Figure 1. Floorplan with the power grid.
Scale bar: 50 µm. Pins as bars on the die edge. Tap cells in grey.
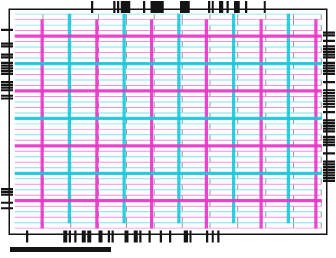
Figure 2. Cell classes on the final placement.
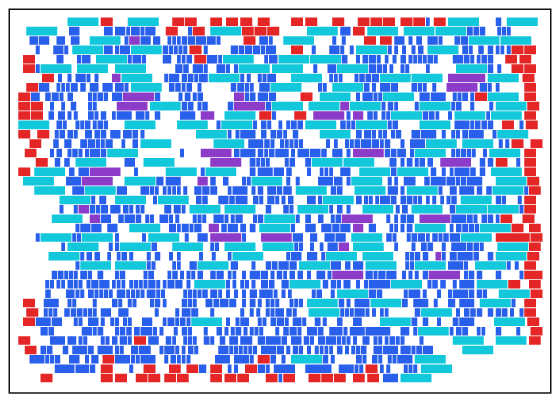
Figure 3. Routed clock nets over the placement.
Scale bar: 50 µm.
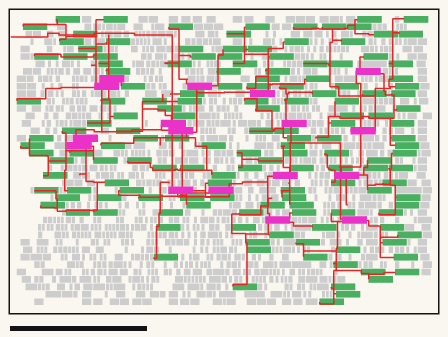
Figure 4. Signal wires by layer.
Scale bar: 50 µm. Only two layers are drawn.
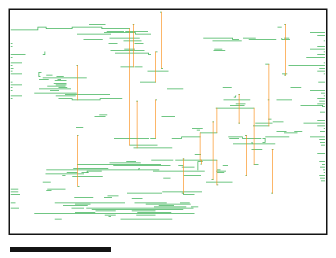
Figure 5. Clock nets.
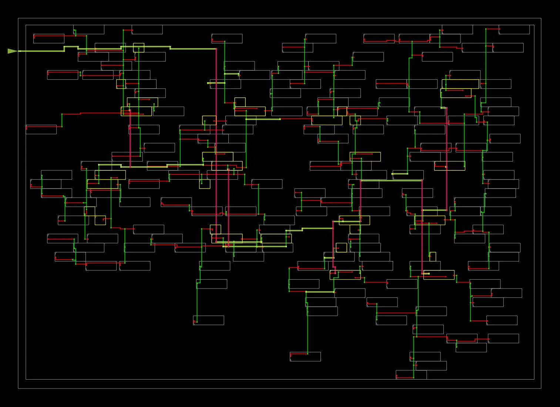
**src/rtl/egm_pkg.sv**
```systemverilog
// Shared state encoding and parameter defaults for the EGM latency tester.
package egm_pkg;

    typedef enum logic [1:0] {
        IDLE    = 2'd0,
        STIM_HI = 2'd1,
        STIM_LO = 2'd2
    } state_e;

    localparam int unsigned CNT_W_DEF       = 16;
    localparam int unsigned SYNC_STAGES_DEF = 2;

endpackage

```
**src/rtl/egm_sync.sv**
```systemverilog
// Multi-flop synchronizer for the asynchronous response line, followed by a
// registered rising-edge detector (one-cycle pulse per synchronized 0->1).
module egm_sync
    import egm_pkg::*;
#(
    parameter int unsigned SYNC_STAGES = SYNC_STAGES_DEF
) (
    input  logic clk_i,
    input  logic rst_ni,
    input  logic async_i,
    output logic rise_o
);

    logic [SYNC_STAGES-1:0] sync_q;
    logic                   prev_q;
    logic                   rise_q;

    always_ff @(posedge clk_i or negedge rst_ni) begin
        if (!rst_ni) begin
            sync_q <= '0;
            prev_q <= 1'b0;
            rise_q <= 1'b0;
        end else begin
            // Shift in at bit 0; the cast drops the oldest bit and also covers SYNC_STAGES == 1.
            sync_q <= SYNC_STAGES'({sync_q, async_i});
            prev_q <= sync_q[SYNC_STAGES-1];
            rise_q <= sync_q[SYNC_STAGES-1] & ~prev_q;
        end
    end

    assign rise_o = rise_q;

endmodule

```
**src/rtl/egm_tester.sv**
```systemverilog
// Periodic stimulus generator that measures the latency of an asynchronous
// response and keeps pulse / missed / spurious / max-latency statistics.
module egm_tester
    import egm_pkg::*;
#(
    parameter int unsigned CNT_W       = CNT_W_DEF,
    parameter int unsigned SYNC_STAGES = SYNC_STAGES_DEF
) (
    input  logic             clk_50_clk,
    input  logic             reset_reset_n,
    input  logic             enable,
    input  logic [CNT_W-1:0] period,
    input  logic [CNT_W-1:0] pulse_width,
    output logic             stimulus,
    input  logic             response,
    output logic [CNT_W-1:0] latency,
    output logic             latency_valid,
    output logic [CNT_W-1:0] pulse_count,
    output logic [CNT_W-1:0] missed_count,
    output logic [CNT_W-1:0] spurious_count,
    output logic [CNT_W-1:0] max_latency,
    output logic             busy
);

    localparam logic [CNT_W-1:0] ONE   = CNT_W'(1);
    localparam logic [CNT_W:0]   ONE_X = (CNT_W+1)'(1);

    function automatic logic [CNT_W-1:0] sat_inc(input logic [CNT_W-1:0] v);
        return (v == '1) ? v : v + ONE;
    endfunction

    state_e           state_q, state_d;
    logic [CNT_W-1:0] cnt_q, cnt_d;
    logic [CNT_W-1:0] pw_last_q, pw_last_d;
    logic [CNT_W-1:0] per_last_q, per_last_d;
    logic [CNT_W-1:0] lat_cnt_q, lat_cnt_d;
    logic [CNT_W-1:0] latency_q, latency_d;
    logic [CNT_W-1:0] max_q, max_d;
    logic [CNT_W-1:0] pulse_q, pulse_d;
    logic [CNT_W-1:0] missed_q, missed_d;
    logic [CNT_W-1:0] spur_q, spur_d;
    logic             stim_q, stim_d;
    logic             armed_q, armed_d;
    logic             lv_q, lv_d;
    logic             rise;

    logic [CNT_W:0]   eff_pw_x, eff_per_x;
    logic [CNT_W-1:0] start_pw_last, start_per_last;

    egm_sync #(
        .SYNC_STAGES(SYNC_STAGES)
    ) u_sync (
        .clk_i  (clk_50_clk),
        .rst_ni (reset_reset_n),
        .async_i(response),
        .rise_o (rise)
    );

    // Terminal counts are kept as "last index" so eff_pw+1 never needs an extra stored bit.
    always_comb begin
        eff_pw_x       = (pulse_width == '0) ? ONE_X : {1'b0, pulse_width};
        eff_per_x      = ({1'b0, period} > eff_pw_x) ? {1'b0, period} : eff_pw_x + ONE_X;
        start_pw_last  = CNT_W'(eff_pw_x - ONE_X);
        start_per_last = CNT_W'(eff_per_x - ONE_X);
    end

    always_comb begin
        state_d    = state_q;
        cnt_d      = cnt_q;
        pw_last_d  = pw_last_q;
        per_last_d = per_last_q;
        lat_cnt_d  = lat_cnt_q;
        latency_d  = latency_q;
        max_d      = max_q;
        pulse_d    = pulse_q;
        missed_d   = missed_q;
        spur_d     = spur_q;
        armed_d    = armed_q;
        lv_d       = 1'b0;

        if (armed_q) begin
            lat_cnt_d = sat_inc(lat_cnt_q);
        end

        if (rise) begin
            if (armed_q) begin
                latency_d = lat_cnt_q;
                lv_d      = 1'b1;
                armed_d   = 1'b0;
                if (lat_cnt_q > max_q) begin
                    max_d = lat_cnt_q;
                end
            end else begin
                spur_d = sat_inc(spur_q);
            end
        end

        case (state_q)
            IDLE: begin
                if (enable) begin
                    state_d    = STIM_HI;
                    cnt_d      = '0;
                    pw_last_d  = start_pw_last;
                    per_last_d = start_per_last;
                    lat_cnt_d  = '0;
                    armed_d    = 1'b1;
                    pulse_d    = ONE;
                    missed_d   = '0;
                    spur_d     = '0;
                    max_d      = '0;
                end
            end
            STIM_HI: begin
                if (!enable) begin
                    state_d = IDLE;
                    armed_d = 1'b0;
                end else begin
                    cnt_d = cnt_q + ONE;
                    if (cnt_q == pw_last_q) begin
                        state_d = STIM_LO;
                    end
                end
            end
            STIM_LO: begin
                if (!enable) begin
                    state_d = IDLE;
                    armed_d = 1'b0;
                end else if (cnt_q == per_last_q) begin
                    // A response landing in the wrap cycle was credited above, so it is not a miss.
                    if (armed_q && !rise) begin
                        missed_d = sat_inc(missed_q);
                    end
                    state_d    = STIM_HI;
                    cnt_d      = '0;
                    pw_last_d  = start_pw_last;
                    per_last_d = start_per_last;
                    lat_cnt_d  = '0;
                    armed_d    = 1'b1;
                    pulse_d    = sat_inc(pulse_q);
                end else begin
                    cnt_d = cnt_q + ONE;
                end
            end
            default: begin
                state_d = IDLE;
                armed_d = 1'b0;
            end
        endcase

        stim_d = (state_d == STIM_HI);
    end

    always_ff @(posedge clk_50_clk or negedge reset_reset_n) begin
        if (!reset_reset_n) begin
            state_q    <= IDLE;
            cnt_q      <= '0;
            pw_last_q  <= '0;
            per_last_q <= '0;
            lat_cnt_q  <= '0;
            latency_q  <= '0;
            max_q      <= '0;
            pulse_q    <= '0;
            missed_q   <= '0;
            spur_q     <= '0;
            stim_q     <= 1'b0;
            armed_q    <= 1'b0;
            lv_q       <= 1'b0;
        end else begin
            state_q    <= state_d;
            cnt_q      <= cnt_d;
            pw_last_q  <= pw_last_d;
            per_last_q <= per_last_d;
            lat_cnt_q  <= lat_cnt_d;
            latency_q  <= latency_d;
            max_q      <= max_d;
            pulse_q    <= pulse_d;
            missed_q   <= missed_d;
            spur_q     <= spur_d;
            stim_q     <= stim_d;
            armed_q    <= armed_d;
            lv_q       <= lv_d;
        end
    end

    assign stimulus       = stim_q;
    assign latency        = latency_q;
    assign latency_valid  = lv_q;
    assign pulse_count    = pulse_q;
    assign missed_count   = missed_q;
    assign spurious_count = spur_q;
    assign max_latency    = max_q;
    assign busy           = (state_q != IDLE);

endmodule

```
**config.mk**
```make
export PLATFORM = sky130hd
export DESIGN_NAME = egm_tester
export DESIGN_NICKNAME = d
export VERILOG_FILES = /design/src/rtl/egm_pkg.sv /design/src/rtl/egm_sync.sv /design/src/rtl/egm_tester.sv
export SDC_FILE = /design/constraint.sdc
export NUM_CORES = 1
export LEC_CHECK = 0
export ABC_AREA = 1
export CAP_MARGIN = 20
export CORE_ASPECT_RATIO = 0.7
export CORE_MARGIN = 2
export CORE_UTILIZATION = 60
export DETAILED_ROUTE_END_ITERATION = 10
export GPL_TIMING_DRIVEN = 0
export PLACE_DENSITY = 0.83
export REMOVE_ABC_BUFFERS = 1
export SLEW_MARGIN = 20
export SYNTH_ARGS = -nofsm -noshare
export SYNTH_HDL_FRONTEND = slang
export SYNTH_SLANG_ARGS = --single-unit
```
**constraint.sdc**
```tcl
create_clock -name clk_50_clk -period 4.2 [get_ports clk_50_clk]
set_input_delay 0.42 -clock clk_50_clk [delete_from_list [all_inputs] [get_ports clk_50_clk]]
set_output_delay 0.42 -clock clk_50_clk [all_outputs]
set_load 0.005 [all_outputs]
```
==> results.cfg <==
; flow metrics
[synth]
ys.flop_type = dfrtp_1
ys_sh_mux = 0
synth_area_per_cell_um2 = 7.58
ys_seq_frac = 0.391
yosysTopAreaCell = dfrtp_1
ys_area_um2 = 9790
syn-cell-area_um2 = 9790
simple_gate_area_frac = 0.305
ys_warn_count = 0

[setup_path]
crit_path_frequent_cell = nand2_1

[cells_and_area]
layout_top_cell = nand2_1
seq_area_um2 = 3830

[cts]
ctsRootBufferMaster = clkbuf_16
cts_setup_buffers = 0
cts_buffer_depth = 2
clk_transition_reported_paths_ns = 0.06

[floorplanning]
fp.dieH_um = 111
ios = 119

[global_route]
antenna_found_initial = 0
grt_pass1_vias = 8450

[timing]
max_freq_mhz = 263
hold_viol_final = 0
slew_viol_final = 0
timing.final.crit_share = 0.907
hold_slack_ns = 0.346
fin_crit_ns = 3.81

[power_and_ir_drop]
leakagePower_nw = 5.20
maxPowerGroup = sequential cells
p_seq_frac = 0.396

[routing]
drc = 0
postRouteAntennaNets = 0

[job]
warnings = 28

[status]
status = finished, final reports clean

[placement]
dpl.hpwl_um = 17600

[hold_path]
holdCritPathClass = reg2reg
Back to the opening pictures, Figure 1:
cyan -> VDD
magenta -> VSS
met5 straps = 7
met4 straps = 11
signal pins = 119

Back to the opening pictures, Figure 2:
blue -> remaining logic cells  # cells 1104, share of their area 51%
cyan -> registers  # cells 153, share of their area 34%
red -> remaining buffers and delay cells  # cells 120, share of their area 11%
purple -> clock drivers and dummy loads  # cells 31, share of their area 5.0%
utilization after layout: 0.725
row cnt: 39
sequential share of cell area: 0.327
core footprint: 16200 µm²
post-route cell area: 11700 µm²

Back to the opening pictures, Figure 3:
green -> flip-flops  # count 153
magenta -> clock-net drivers  # count 17
red -> clock wires  # length 1920 µm
flops lie = widely spread
clock skew: 0.0133 ns
Clk power: 1.49 mW
Late-Pin Clk Latency: 0.43 ns
clock power share: 0.296

Back to the opening pictures, Figure 4:
green -> M3  # wire length 1760 µm
orange -> M4  # wire length 432 µm
GRT Total Usage: 0.290
via count: 9169

Back to the opening pictures, Figure 5:
CTS sink cnt: 153
clock buffers: 17

-- state kept, by name, indices dropped and copies added (netlist names) --
name,cells
u_sync.prev_q,1
per_last_q,16
cnt_q,16
missed_count,16
max_latency,16
spurious_count,16
u_sync.sync_q,2
lat_cnt_q,16
pulse_count,16
state_q,2
u_sync.rise_o,1
armed_q,1
latency,16
stimulus,1
latency_valid,1
pw_last_q,16
-- worst paths after layout --
| kind | startpoint | to | slack (ns) | depth (start not counted) |
|---|---|---|---|---|
| max | pulse_width[12] | per_last_q[10]$_DFFE_PN0P_ | 0.39 | 27 |
| min reg2reg | u_sync.sync_q[0]$_DFF_PN0_ | u_sync.sync_q[1]$_DFF_PN0_ | 0.35 | 0 |
| max in group asynchronous | reset_reset_n | pw_last_q[12]$_DFFE_PN0P_ | 2.83 | 3 |
| min in group asynchronous | reset_reset_n | latency[4]$_DFFE_PN0P_ | 0.56 | 2 |
| max reg2reg | state_q[0]$_DFF_PN0_ | pulse_count[3]$_DFFE_PN0P_ | 0.59 | 11 |
| min | u_sync.sync_q[0]$_DFF_PN0_ | u_sync.sync_q[1]$_DFF_PN0_ | 0.35 | 0 |
-- final cells by class --
class	count	share of cell area
clock buffer	17	0.0364
multi-input combinational	959	0.449
clock inverter	14	0.0120
inverter	145	0.0469
tap	225	0.0241
timing repair buffer	120	0.105
sequential	153	0.327
-- metrics by stage --
stage | worst slack [ns] | cell area [µm²]
finish | 0.392 | 11700
global route | 0.0632 | 11700
CTS | 0.0295 | 11700
detailed placement | -0.170 | 11100
global placement | -3.46 | 11100
floorplan | 1.21 | 9610
-- per-layer routing --
| metal | global-route usage | routed length, µm |
|---|---|---|
| met5 | 0 | 0 |
| met4 | 0.0832 | 431 |
| met2 | 0.439 | 10900 |
| met1 | 0.422 | 11400 |
| met3 | 0.0618 | 1760 |
Power is estimated from default activity; no workload was simulated.
